[config.mk]
export PLATFORM = sky130hd
export DESIGN_NAME = rr_mux_arbiter
export DESIGN_NICKNAME = d
export VERILOG_FILES = /design/src/rtl/rr_mux_pkg.sv /design/src/rtl/rr_mux_arbiter_mux8x1.sv /design/src/rtl/rr_mux_arbiter.sv
export SDC_FILE = /design/constraint.sdc
export NUM_CORES = 1
export LEC_CHECK = 0
export CAP_MARGIN = 20
export CORE_MARGIN = 10
export CORE_UTILIZATION = 46
export DETAILED_ROUTE_END_ITERATION = 8
export PLACE_DENSITY = 0.77
export REMOVE_ABC_BUFFERS = 1
export SKIP_LAST_GASP = 1
export SLEW_MARGIN = 40
export SYNTH_ARGS = -nofsm -noshare
export SYNTH_HDL_FRONTEND = slang
export SYNTH_HIERARCHICAL = 1
export SYNTH_SLANG_ARGS = --single-unit
[constraint.sdc]
create_clock -name clk -period 3.45 [get_ports clk]
set_input_delay 0.69 -clock clk [delete_from_list [all_inputs] [get_ports clk]]
set_output_delay 0.69 -clock clk [all_outputs]
set_load 0.03 [all_outputs]
[src/rtl/rr_mux_pkg.sv]
// Shared constants and state type for the round-robin grant/mux slice.
package rr_mux_pkg;
  localparam int unsigned N_REQ = 8;
  localparam int unsigned SEL_W = 3;
  localparam int unsigned CNT_W = 4;

  typedef enum logic {IDLE, GRANT} state_t;
endpackage

[src/rtl/rr_mux_arbiter_mux8x1.sv]
// Team 8:1 single-bit multiplexer.
module mux8x1 (
  input  logic [7:0] i,
  input  logic [2:0] s,
  output logic       y
);
  assign y = i[s];
endmodule

[src/rtl/rr_mux_arbiter.sv]
// Round-robin arbiter over 8 requesters with bounded hold time; routes the
// granted requester's data bit to y while a grant is active.
module rr_mux_arbiter
  import rr_mux_pkg::*;
#(
  parameter int unsigned MAX_HOLD = 4
) (
  input  logic       clk,
  input  logic       rst,
  input  logic [7:0] req,
  input  logic [7:0] i,
  output logic [7:0] gnt,
  output logic [2:0] s,
  output logic       busy,
  output logic       y
);
  localparam logic [CNT_W-1:0] HOLD_LAST = CNT_W'(MAX_HOLD - 1);

  state_t             state_q, state_d;
  logic [SEL_W-1:0]   ptr_q, ptr_d;
  logic [SEL_W-1:0]   s_q, s_d;
  logic [CNT_W-1:0]   cnt_q, cnt_d;
  logic [N_REQ-1:0]   gnt_q, gnt_d;
  logic               busy_q, busy_d;
  logic               mux_y;

  // First set bit of r at or above start, wrapping 7->0.
  function automatic logic [SEL_W-1:0] rr_pick(input logic [N_REQ-1:0] r,
                                               input logic [SEL_W-1:0] start);
    logic [SEL_W-1:0] idx;
    logic [SEL_W-1:0] win;
    logic             found;
    win   = start;
    found = 1'b0;
    for (int unsigned k = 0; k < N_REQ; k++) begin
      idx = start + SEL_W'(k);
      if (!found && r[idx]) begin
        win   = idx;
        found = 1'b1;
      end
    end
    return win;
  endfunction

  always_comb begin
    state_d = state_q;
    ptr_d   = ptr_q;
    s_d     = s_q;
    cnt_d   = cnt_q;
    gnt_d   = gnt_q;
    busy_d  = busy_q;
    case (state_q)
      IDLE: begin
        gnt_d  = '0;
        busy_d = 1'b0;
        if (|req) begin
          state_d          = GRANT;
          s_d              = rr_pick(req, ptr_q);
          gnt_d[s_d]       = 1'b1;
          busy_d           = 1'b1;
          cnt_d            = '0;
        end
      end
      GRANT: begin
        // Requester drop and hold expiry on the same edge collapse into one release.
        if (!req[s_q] || cnt_q == HOLD_LAST) begin
          state_d = IDLE;
          gnt_d   = '0;
          busy_d  = 1'b0;
          ptr_d   = s_q + SEL_W'(1);
        end else begin
          cnt_d = cnt_q + CNT_W'(1);
        end
      end
      default: state_d = IDLE;
    endcase
  end

  always_ff @(posedge clk or posedge rst) begin
    if (rst) begin
      state_q <= IDLE;
      ptr_q   <= '0;
      s_q     <= '0;
      cnt_q   <= '0;
      gnt_q   <= '0;
      busy_q  <= 1'b0;
    end else begin
      state_q <= state_d;
      ptr_q   <= ptr_d;
      s_q     <= s_d;
      cnt_q   <= cnt_d;
      gnt_q   <= gnt_d;
      busy_q  <= busy_d;
    end
  end

  mux8x1 u_mux (
    .i (i),
    .s (s_q),
    .y (mux_y)
  );

  assign gnt  = gnt_q;
  assign s    = s_q;
  assign busy = busy_q;
  assign y    = busy_q & mux_y;
endmodule

==> commit_impl_results.txt, run 1 <==
Store results of the implementation flow

- Dominant register cell: sky130_fd_sc_hd__dfrtp_1
- Die area: about 7000 µm²
- Floorplan core area: approximately 3900 µm²
- Per the final layout report, the fraction of cells sized above drive strength 1 comes to between 20% and 30%.
- Starting density of the core: between 40% and 50%
* Nets@finish: 263
* Count of final setup violators: 0
- M1 GR Usage: between 15 and 20%
* Post-CTS Hold Fix Bufs: 0
* Worst-margin pin slew: approximately 0.7 ns
* Min Tclk post-route: 3.28 ns
* Dominant cell area share: between 20% and 30%
- Startpoint of the most critical hold path: gnt[7]
- Setup repair after global routing left no endpoint under its margin.
- GRT Resource Usage Total: ~14%
- Clock-pin slew on the worst setup and hold paths: ~0.06 ns
- Looking at the clock tree report, the maximum root-to-sink buffer count equals 2.
- Post-synthesis instance total: between 150 and 200
* Detailed-routing iteration count for the pre-antenna-repair pass: 4
- The area growth from synthesis to layout is 33.4%.
- After legalization and detailed placement, the total HPWL measured roughly 4.0 mm.
- Per the gpl log, the routability congestion estimate is between 0.9 and 1.
* Synthesis warning total: 6
- Maximum number of pins on one net before global-route repair: 21
- Distinct cell type count after synthesis: 54
- The report shows a maximum critical-path fanout of 1.
* Startpoint kind of the worst setup timing path: input pin
* Ant diodes: 0
* Grt ovf: 0
- Chip Height: around 84 µm
- H-tree levels: 1
- Vias after detailed routing: roughly 1.8k
* Number of antenna violations at the first check in global routing: 0
- The script parses the final routing iteration and logs DRC violations as 0.
- Per the layout report, the design carries 324 filler cells.
- Max Clk Rate: roughly 310 MHz
* Data required time of the worst path: ~2.8 ns
- TritonCTS created 3 clock buffers.
* Relative slew margins: roughly 53%
* Detailed router's first-iteration violation count: 217
* Final routed wirelength across all metal layers: ~5 mm
* Flops out of synthesis: 20
* Sink of the worst hold path: gnt[7]
* Number of standard cells reported by yosys: around 180
- Post-CTS repair changed the size of 0 cells.
- The first global-routing pass estimated between 8 and 9 mm of wire.
- M2 GR Usage: between 20% and 30%
- CTS root buf: sky130_fd_sc_hd__clkbuf_8
- Routed length per instance: around 17 µm
* Clock Sinks: 20
* Vias in the first global route: 1853
- Counting instances in the post-synthesis netlist gives the leading cell types as sky130_fd_sc_hd__dfrtp_1, sky130_fd_sc_hd__nand2_1, sky130_fd_sc_hd__mux2i_1.
- Synth area leader: sky130_fd_sc_hd__dfrtp_1
- Slack of the worst reg-to-reg path: between 0.3 and 0.4 ns
- Yosys reported that registers with async set or reset make up 100%.
- FF-to-FF End: gnt[7]
- In this run the post-CTS setup repair buffer count came out at 0.
- In this run the count of I/O pins placed on the die edge is 31.
- The worst register-to-register path begins at ptr_q[1].
- For the worst setup path, the data arrival time is 2.59 ns.
- Status: finished clean
* I/O Buffers: 30
==> run 1: cells by family after synthesis <==
group / synth area share (%)
simple gates: 15.3
mux: 26.7
fa+ha+maj: 2.69
flops: 26.9
buf+inv: 4.84
xor+xnor: 4.31
compound gates: 19.2
==> run 1: worst max-delay path by stage <==
stage	from	endpoint	slack, ns	cells after the start
3_5_place_dp	req[0]	gnt[7]	-0.07	9
6_report	i[1]	y	0.17	5
4_1_cts	ptr_q[0]	gnt[7]	0.12	10
5_1_grt	req[0]	gnt[3]	0.02	10
3_3_place_gp	req[2]	gnt[7]	-0.01	9
2_1_floorplan	ptr_q[0]	gnt[0]	-0.35	10
==> run 1: routing by layer <==
| layer | part of all wire, % | wire [µm] |
|---|---|---|
| met1 | 44 | 2180 |
| met2 | 48 | 2420 |
| met3 | 6.4 | 319 |
| met4 | 1.6 | 78 |
| met5 | 0 | 0 |
==> run 1: cells in the final DEF (no fill, tap or decap), drive strengths merged, types with 2 or more instances in the layout <==
cell type / netlist / routed
a21o: 2 / 2
a21oi: 6 / 6
inv: 11 / 10
o31ai: 2 / 2
mux4: 13 / 13
nand4: 2 / 2
nand2b: 3 / 3
a32o: 2 / 2
xor2: 4 / 4
mux2: 5 / 5
clkbuf: 3 / 3
o21ai: 7 / 7
nor3b: 2 / 2
a221oi: 2 / 2
nor2: 9 / 9
buf: 6 / 33
nand2: 21 / 21
nor4: 3 / 3
nor3: 4 / 4
nand4b: 2 / 2
mux2i: 14 / 14
clkdlybuf4s50: 0 / 30
xnor2: 3 / 3
ha: 4 / 4
dfrtp: 20 / 20
a32oi: 2 / 2
o221ai: 2 / 2
and3: 3 / 3
and2: 3 / 3
o22ai: 3 / 3
o41ai: 2 / 2
o221a: 3 / 3
==> run 1: per-stage QoR <==
stage | hold WS, ns | setup TNS [ns] | utilization, % | setup slack [ns] | cells
final | 0.493 | 0 | 62.9 | 0.171 | 289
after global routing | 0.522 | 0 | 62.9 | 0.0183 | 289
after CTS | 0.496 | 0 | 62.5 | 0.118 | 289
after detailed placement | 0.479 | -0.316 | 61.4 | -0.0711 | 286
after global placement | 0.466 | -0.0103 | 61.4 | -0.0103 | 286
after floorplan | 0.506 | -2.58 | - | -0.351 | 173
==> run 1: critical path, stage by stage <==
cell                              delay [ns]
sky130_fd_sc_hd__clkdlybuf4s50_1        0.40
sky130_fd_sc_hd__mux4_1                 0.50
sky130_fd_sc_hd__mux2_2                 0.27
sky130_fd_sc_hd__and2_1                 0.13
sky130_fd_sc_hd__clkdlybuf4s50_1        0.59
==> run 1: flip-flops by register name, indices dropped and copies added, names as in the netlist <==
register / cells
s: 3
state_q: 1
busy: 1
cnt_q: 4
gnt: 8
ptr_q: 3
==> run 1: area by class of cell <==
cell class / instances / area, µm² / area share [%]
clock buffer: 3 / 41.3 / 1.66
inverter: 11 / 41.3 / 1.66
multi-input combinational: 142 / 1290 / 51.9
sequential: 20 / 500 / 20.2
timing repair buffer: 63 / 548 / 22.1
tap: 50 / 62.6 / 2.52
Run 1, M3 wires:
Cells faint in the background.
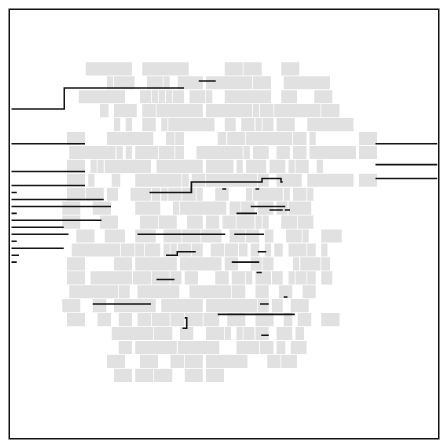
share of all routed wire = 6.4%
nets with wire on the layer = 32
wire length on this layer = 319 µm
longest straight run = 23.2 µm

Run 1, routed clock nets over the placement:
Scale bar: 20 µm.
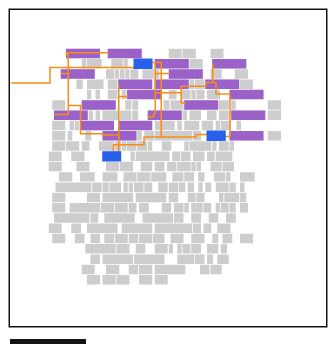
clock wires -> orange  # length 243 µm
clock-net drivers -> blue  # count 3
flip-flops -> purple  # count 20
routed clock nets = 4
final clock skew: 0.00203 ns
Clk Latency, worst-skew pair: 0.26 ns

Run 1, layout detail:
Region (22, 22) to (62, 62) µm. Cells in gray, sequential cells in the stronger gray; small squares are vias.
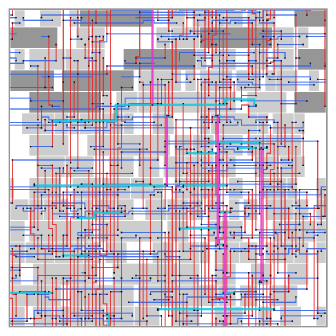
M1 -> blue
M2 -> red
M3 -> cyan
M4 -> magenta
netlist names of flops here include = ptr_q (3), s (3)
most frequent = buf_4 (24), nand2_1 (13), mux2i_1 (11)
sequential cells in the window = 7
cells with their middle in the window = 141

Run 1, wire density map:
Scale bar: 20 µm. The die is cut into 17 by 17 equal tiles; white is low, dark blue is high, scaled to the fullest tile. Values are wire area over tile area, all layers added.
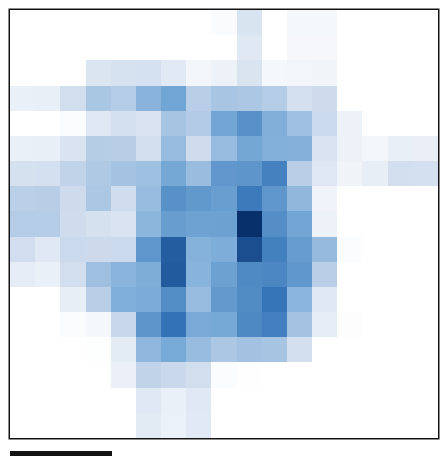

==> inputs of run 2 (changes only) <==
Settings changed: SKIP_LAST_GASP 1 to default, SYNTH_HIERARCHICAL 1 to default.
Run 2, wire density map:
Scale bar: 20 µm. The die is cut into 17 by 17 equal tiles; white is low, dark blue is high, scaled to the fullest tile. Values are wire area over tile area, all layers added.
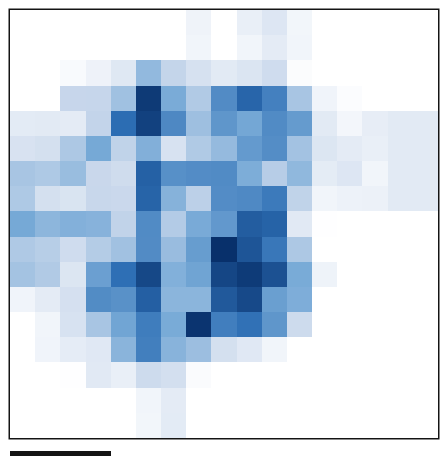
fullest tile = 0.45
mean over tiles = 0.10
emptiest ninth of the die = south-east
nearly empty tiles = 39%
final routed wirelength across all metal layers: 4.51 mm
GRT Resource Usage Total: 12.4%
vias after detailed routing: 1670
routed length per instance: 16.3 µm

==> commit_impl_results.txt, run 2 <==
Store results of the implementation flow

* Chip Height: 84.4 µm
- In this run the clock root is driven by a sky130_fd_sc_hd__clkbuf_8.
* Delay-heaviest family, CP: multiplexers
- According to the finish report, the design has a final net count of 250.
- Cell at the slowest stage of the critical path: sky130_fd_sc_hd__ha_1
- Routability cong.: between 0.8 and 0.9
- Number of flip-flops under the largest register name: 8
- Among all stages on the critical path, the maximum delay recorded is 0.55 ns.
- Number of ports placed on the die boundary: 31
- Clock Sinks: 20
* Clock-pin slew on the worst setup and hold paths: about 0.080 ns
- The die covers ~7000 µm².
- The flow ran to the end, and the final reports show no timing, DRC or antenna violations.
- The required time at the worst endpoint is listed as 3.61 ns.
- RR Startpoint: ptr_q[1]
- Grt ovf: 0
- At the later pin of the worst-skew pair, clock insertion delay measures ~0.27 ns.
- Final clock skew: about 0.0087 ns
* Starting density of the core: a little under half
- The top cell type in the final layout, fill and taps aside, is sky130_fd_sc_hd__nand2_1.
- Slack of the worst reg-to-reg path: around 0.16 ns
- Ant diodes: 0
* Detailed-routing iteration count for the pre-antenna-repair pass: 4
* Placement-stage worst setup slack: -0.0245 ns
- Floorplan core area: approximately 4000 µm²
* Distinct cell type count after synthesis: between 40 and 50
* Worst hold slack after final layout: 0.478 ns
* Data arrival time of the critical path: about 3.5 ns
- Post-layout worst setup margin: 0.158 ns
* Share of final-layout standard cells stronger than drive strength 1: around a fifth
- Synth area leader: sky130_fd_sc_hd__dfrtp_1
- The via count of the first global-routing pass came to 1607.
* Unrepaired setup endpoints after global routing: no
* Sink of the worst hold path: gnt[1]
- Worst-margin pin slew: 0.665 ns
* Max Clk Rate: a little over 300 MHz
* Dominant register cell: sky130_fd_sc_hd__dfrtp_1
* Number of buffer and inverter instances along the worst setup path: 1
* Startpoint of the most critical hold path: gnt[1]
- The routed design could run at a clock period as short as 3.29 ns.
- Leading cell types by count after synthesis: sky130_fd_sc_hd__nand2_1, sky130_fd_sc_hd__dfrtp_1, sky130_fd_sc_hd__mux2i_1
- FF-to-FF End: gnt[5]
- Post-synthesis instance total: around 190
- Startpoint kind of the worst setup timing path: flip-flop
* Relative slew margins: between 50% and 60%
* Most frequent cells in the layout: sky130_fd_sc_hd__nand2_1, sky130_fd_sc_hd__clkdlybuf4s50_1, sky130_fd_sc_hd__dfrtp_1
- Number of antenna violations at the first check in global routing: 0
- Final tally of max-slew violations: 0
- Detailed router's first-iteration violation count: 86
- Looking at the clock tree report, the H-tree level count equals 1.
- The synthesis report gives the async set-or-reset register share as 100%.
- The first global-routing pass estimated around 7.7 mm of wire.
- Flops out of synthesis: 20
* Maximum number of buffers from clock root to sink: 2
* DRC: 0
* Synthesis warning total: 0
- Crit path cell chain: inv_1 -> ha_1 -> mux2i_1 -> mux4_2 -> a32o_2 -> and4bb_4 -> or3_4 -> xnor2_2 -> nor2_1 -> a32o_1
[run 2: cell count changes in the layout (fill, tap and decap cells not counted), sizes merged, moves of 3 or more]
cell / previous run / this run
nand2: 21 / 32
a31oi: 1 / 5
inv: 10 / 7
nor2b: 0 / 3
o21ai: 7 / 10
nor3: 4 / 1
o31ai: 2 / 5
a32o: 2 / 5
buf: 33 / 15
[run 2: logic make-up after synthesis]
| family | Yosys count | share of synthesized area, % |
|---|---|---|
| and+or+nand+nor | 62 | 15.7 |
| DFF | 20 | 26.3 |
| adders and majority gates | 4 | 2.63 |
| xor gates and xnor gates | 8 | 4.86 |
| AOI/OAI and AO/OA | 45 | 16.9 |
| buffers and inverters | 16 | 6.43 |
| muxes | 32 | 27.2 |
[run 2: what timing repair did]
item,4_1_cts,5_1_grt
hold endpoints to repair,0,0
setup endpoints to repair,0,2
gates resized,0,1
hold buffers,0,0
[run 2: worst max-delay path by stage]
stage	startpoint	endpoint	slack [ns]	depth (start not counted)
floorplan	ptr_q[0]	gnt[5]	-0.15	10
global placement	req[1]	gnt[6]	0.02	11
detailed placement	req[0]	gnt[5]	-0.02	9
CTS	ptr_q[1]	gnt[5]	0.18	10
global route	ptr_q[1]	gnt[5]	0.03	10
finish	ptr_q[1]	gnt[5]	0.16	10
[run 2: per-layer routing]
layer  up-vias  global-route usage [%]  share of wire [%]
li1        798                       -                  -
met1       816                    15.9                 45
met2        54                    19.6                 47
met3         2                    4.64                7.6
met4         0                    1.95               0.31
met5         -                       0                  0
[run 2: final cells by class]
type,count,area [µm²]
flip-flops and latches,20,500
well taps,50,62.6
fillers,343,1640
clock buffers,3,41.3
clock inverters,1,30.0
multi-input cells,151,1290
inverters,7,26.3
repair buffers,45,413
[run 2: tightest hold or removal path, cell delays in order (launching register included)]
cell	delay (ns)
sky130_fd_sc_hd__dfrtp_1	0.35
sky130_fd_sc_hd__nand2_1	0.05
sky130_fd_sc_hd__o31ai_1	0.05
[run 2: stage by stage]
step | setup TNS (ns) | utilization (%) | std cells
5_1_grt | 0 | 59.0 | 277
2_1_floorplan | -0.891 | - | 178
3_5_place_dp | -0.0768 | 57.1 | 273
4_1_cts | 0 | 58.9 | 277
6_report | 0 | 59.0 | 277
3_3_place_gp | 0 | 57.1 | 273
==> inputs of run 3 (changes only) <==
==> constraint.sdc (replaced) <==
create_clock -name clk -period 3.45 [get_ports clk]
set_input_delay 0.69 -clock clk [delete_from_list [all_inputs] [get_ports clk]]
set_output_delay 0.69 -clock clk [all_outputs]
set_load 0.005 [all_outputs]
Run 3, wire density map:
Scale bar: 20 µm. The die is cut into 17 by 17 equal tiles; white is low, dark blue is high, scaled to the fullest tile. Values are wire area over tile area, all layers added.
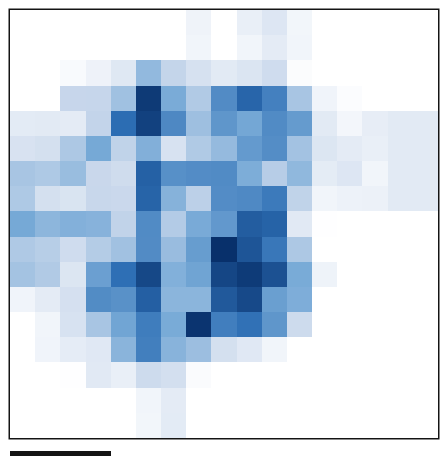
tiles over half the peak = 18%
nearly empty tiles = 39%
emptiest ninth of the die = south-east
mean over tiles = 0.10
densest ninth of the die = center
fullest tile = 0.45

==> commit_impl_results.txt, run 3 <==
Store results of the implementation flow

- The flow ran to the end, and the final reports show no timing, DRC or antenna violations.
- Number of ports placed on the die boundary: 31
- Setup repair after global routing left no endpoint under its margin.
* Vias in the first global route: about 1.6k
- Per the final layout report, the fraction of cells sized above drive strength 1 comes to 21.1%.
* Distinct cell type count after synthesis: about 50
- Routability cong.: between 0.8 and 0.9
- Max Clk Rate: between 300 and 400 MHz
- During synthesis, Yosys emitted a total of 0 warnings.
- Relative slew margins: a little under three fifths
- The synthesized design contains 20 register bits.
- According to the floorplan report, the die height is 84.4 µm.
- Maximum number of buffers from clock root to sink: 2
- The end-of-flow timing check tallies setup violations at 0.
* Area grow syn2layout: 23.8%
* CTS root buf: sky130_fd_sc_hd__clkbuf_8
* Most frequent cells in the layout: sky130_fd_sc_hd__nand2_1, sky130_fd_sc_hd__clkdlybuf4s50_1, sky130_fd_sc_hd__dfrtp_1
- Routed length per instance: ~16 µm
- Worst hold slack after final layout: 0.478 ns
- The commonest register cell is sky130_fd_sc_hd__dfrtp_1.
- Cell Count Post-Placement: approximately 270
- Ant diodes: 0
- The clock period could shrink to 3.29 ns.
- H-tree levels: 1
* Most frequently placed logic cell in the final layout: sky130_fd_sc_hd__nand2_1
* Floorplan core area: 4000 µm²
- The pin closest to its max-slew limit shows a slew of about 0.67 ns.
* Clock Sinks: 20
- Die area: around 7100 µm²
- The floorplan step records an initial core utilization of 47.6%.
* Final clock skew: 0.00866 ns
* Data required time of the worst path: ~3.6 ns
- In this run the tool buffered the top-level ports with 30 buffer cells.
- Clk Latency, worst-skew pair: 0.27 ns
- In this run, the number of DRC markers left after iteration 0 of detailed routing was approximately 86.
- Clock-pin slew on the worst setup and hold paths: around 0.080 ns
- Looking at the post-CTS report, the setup buffer insertion count equals 0.
- Maximum number of pins on one net before global-route repair: 21
* Fraction of registers with async set/reset: 100%
* Leading cell types by count after synthesis: sky130_fd_sc_hd__nand2_1, sky130_fd_sc_hd__dfrtp_1, sky130_fd_sc_hd__mux2i_1
- Detailed-routing iteration count for the pre-antenna-repair pass: 4
- The HPWL after detailed placement is approximately 3.6 mm.
- M2 GR Usage: roughly a fifth
* GRT Resource Usage Total: about an eighth
* Number of antenna violations at the first check in global routing: 0
- Most utilized layer in the global route result: met2
- The finished design was reported to have a net count of between 200 and 300.
- Counting the buffers created by CTS gives 3.
- Vias after detailed routing: between 1.5k and 2k
- Per the post-synthesis report, the number of cells in the design is between 150 and 200.
- GR Util met3: 4.64%
- The routed layout reports a DRC error count of 0.
- The register with the most flip-flops in the layout has 8 of them.
* Grt ovf: 0
* Number of standard cells reported by yosys: approximately 190
==> run 3: cell families after synthesis <==
logic type	Yosys count	synth area share [%]
adders and majority gates	4	2.63
AOI/OAI and AO/OA	45	16.9
DFF	20	26.3
muxes	32	27.2
buffers and inverters	16	6.43
xor gates and xnor gates	8	4.86
and+or+nand+nor	62	15.7
==> run 3: metrics by stage <==
stage	worst slack, ns	setup TNS, ns	cell area, µm²	utilization [%]
after floorplan	-0.145	-0.891	1810	-
after global placement	0.0215	0	2280	57.1
after detailed placement	-0.0245	-0.0768	2280	57.1
after CTS	0.179	0	2360	58.9
after global routing	0.0271	0	2360	59.0
final	0.158	0	2360	59.0
==> run 3: area by class of cell <==
type / count / area, µm²
clock buffer: 3 / 41.3
clock inverter: 1 / 30.0
fill: 343 / 1640
inverter: 7 / 26.3
multi-input combinational: 151 / 1290
sequential: 20 / 500
tap: 50 / 62.6
timing repair buffer: 45 / 413
==> run 3: repair_timing <==
action / 4_1_cts / 5_1_grt
gates resized: 0 / 1
setup endpoints to repair: 0 / 2
hold buffers: 0 / 0
==> run 3: layer usage <==
layer	share of wire, %	vias up
met5	0	-
met4	0.31	0
met3	7.6	2
met2	47	54
met1	45	816
li1	-	798
==> run 3: path summary, 6_finish.rpt <==
path                                from  endpoint  slack [ns]
worst max-delay path            ptr_q[1]    gnt[5]        0.16
worst min-delay path              gnt[1]    gnt[1]        0.48
worst max register to register  ptr_q[1]    gnt[5]        0.16
worst min register to register    gnt[1]    gnt[1]        0.48
max in group asynchronous            rst  cnt_q[0]        2.42
min in group asynchronous            rst    gnt[4]        0.73
==> run 3: worst max-delay path: stages, from the launching register on <==
cell and delay [ns]:
sky130_fd_sc_hd__dfrtp_1 0.35, sky130_fd_sc_hd__inv_1 0.08, sky130_fd_sc_hd__ha_1 0.55, sky130_fd_sc_hd__mux2i_1 0.25
sky130_fd_sc_hd__mux4_2 0.51, sky130_fd_sc_hd__a32o_2 0.32, sky130_fd_sc_hd__and4bb_4 0.22, sky130_fd_sc_hd__or3_4 0.40
sky130_fd_sc_hd__xnor2_2 0.16, sky130_fd_sc_hd__nor2_1 0.08, sky130_fd_sc_hd__a32o_1 0.27
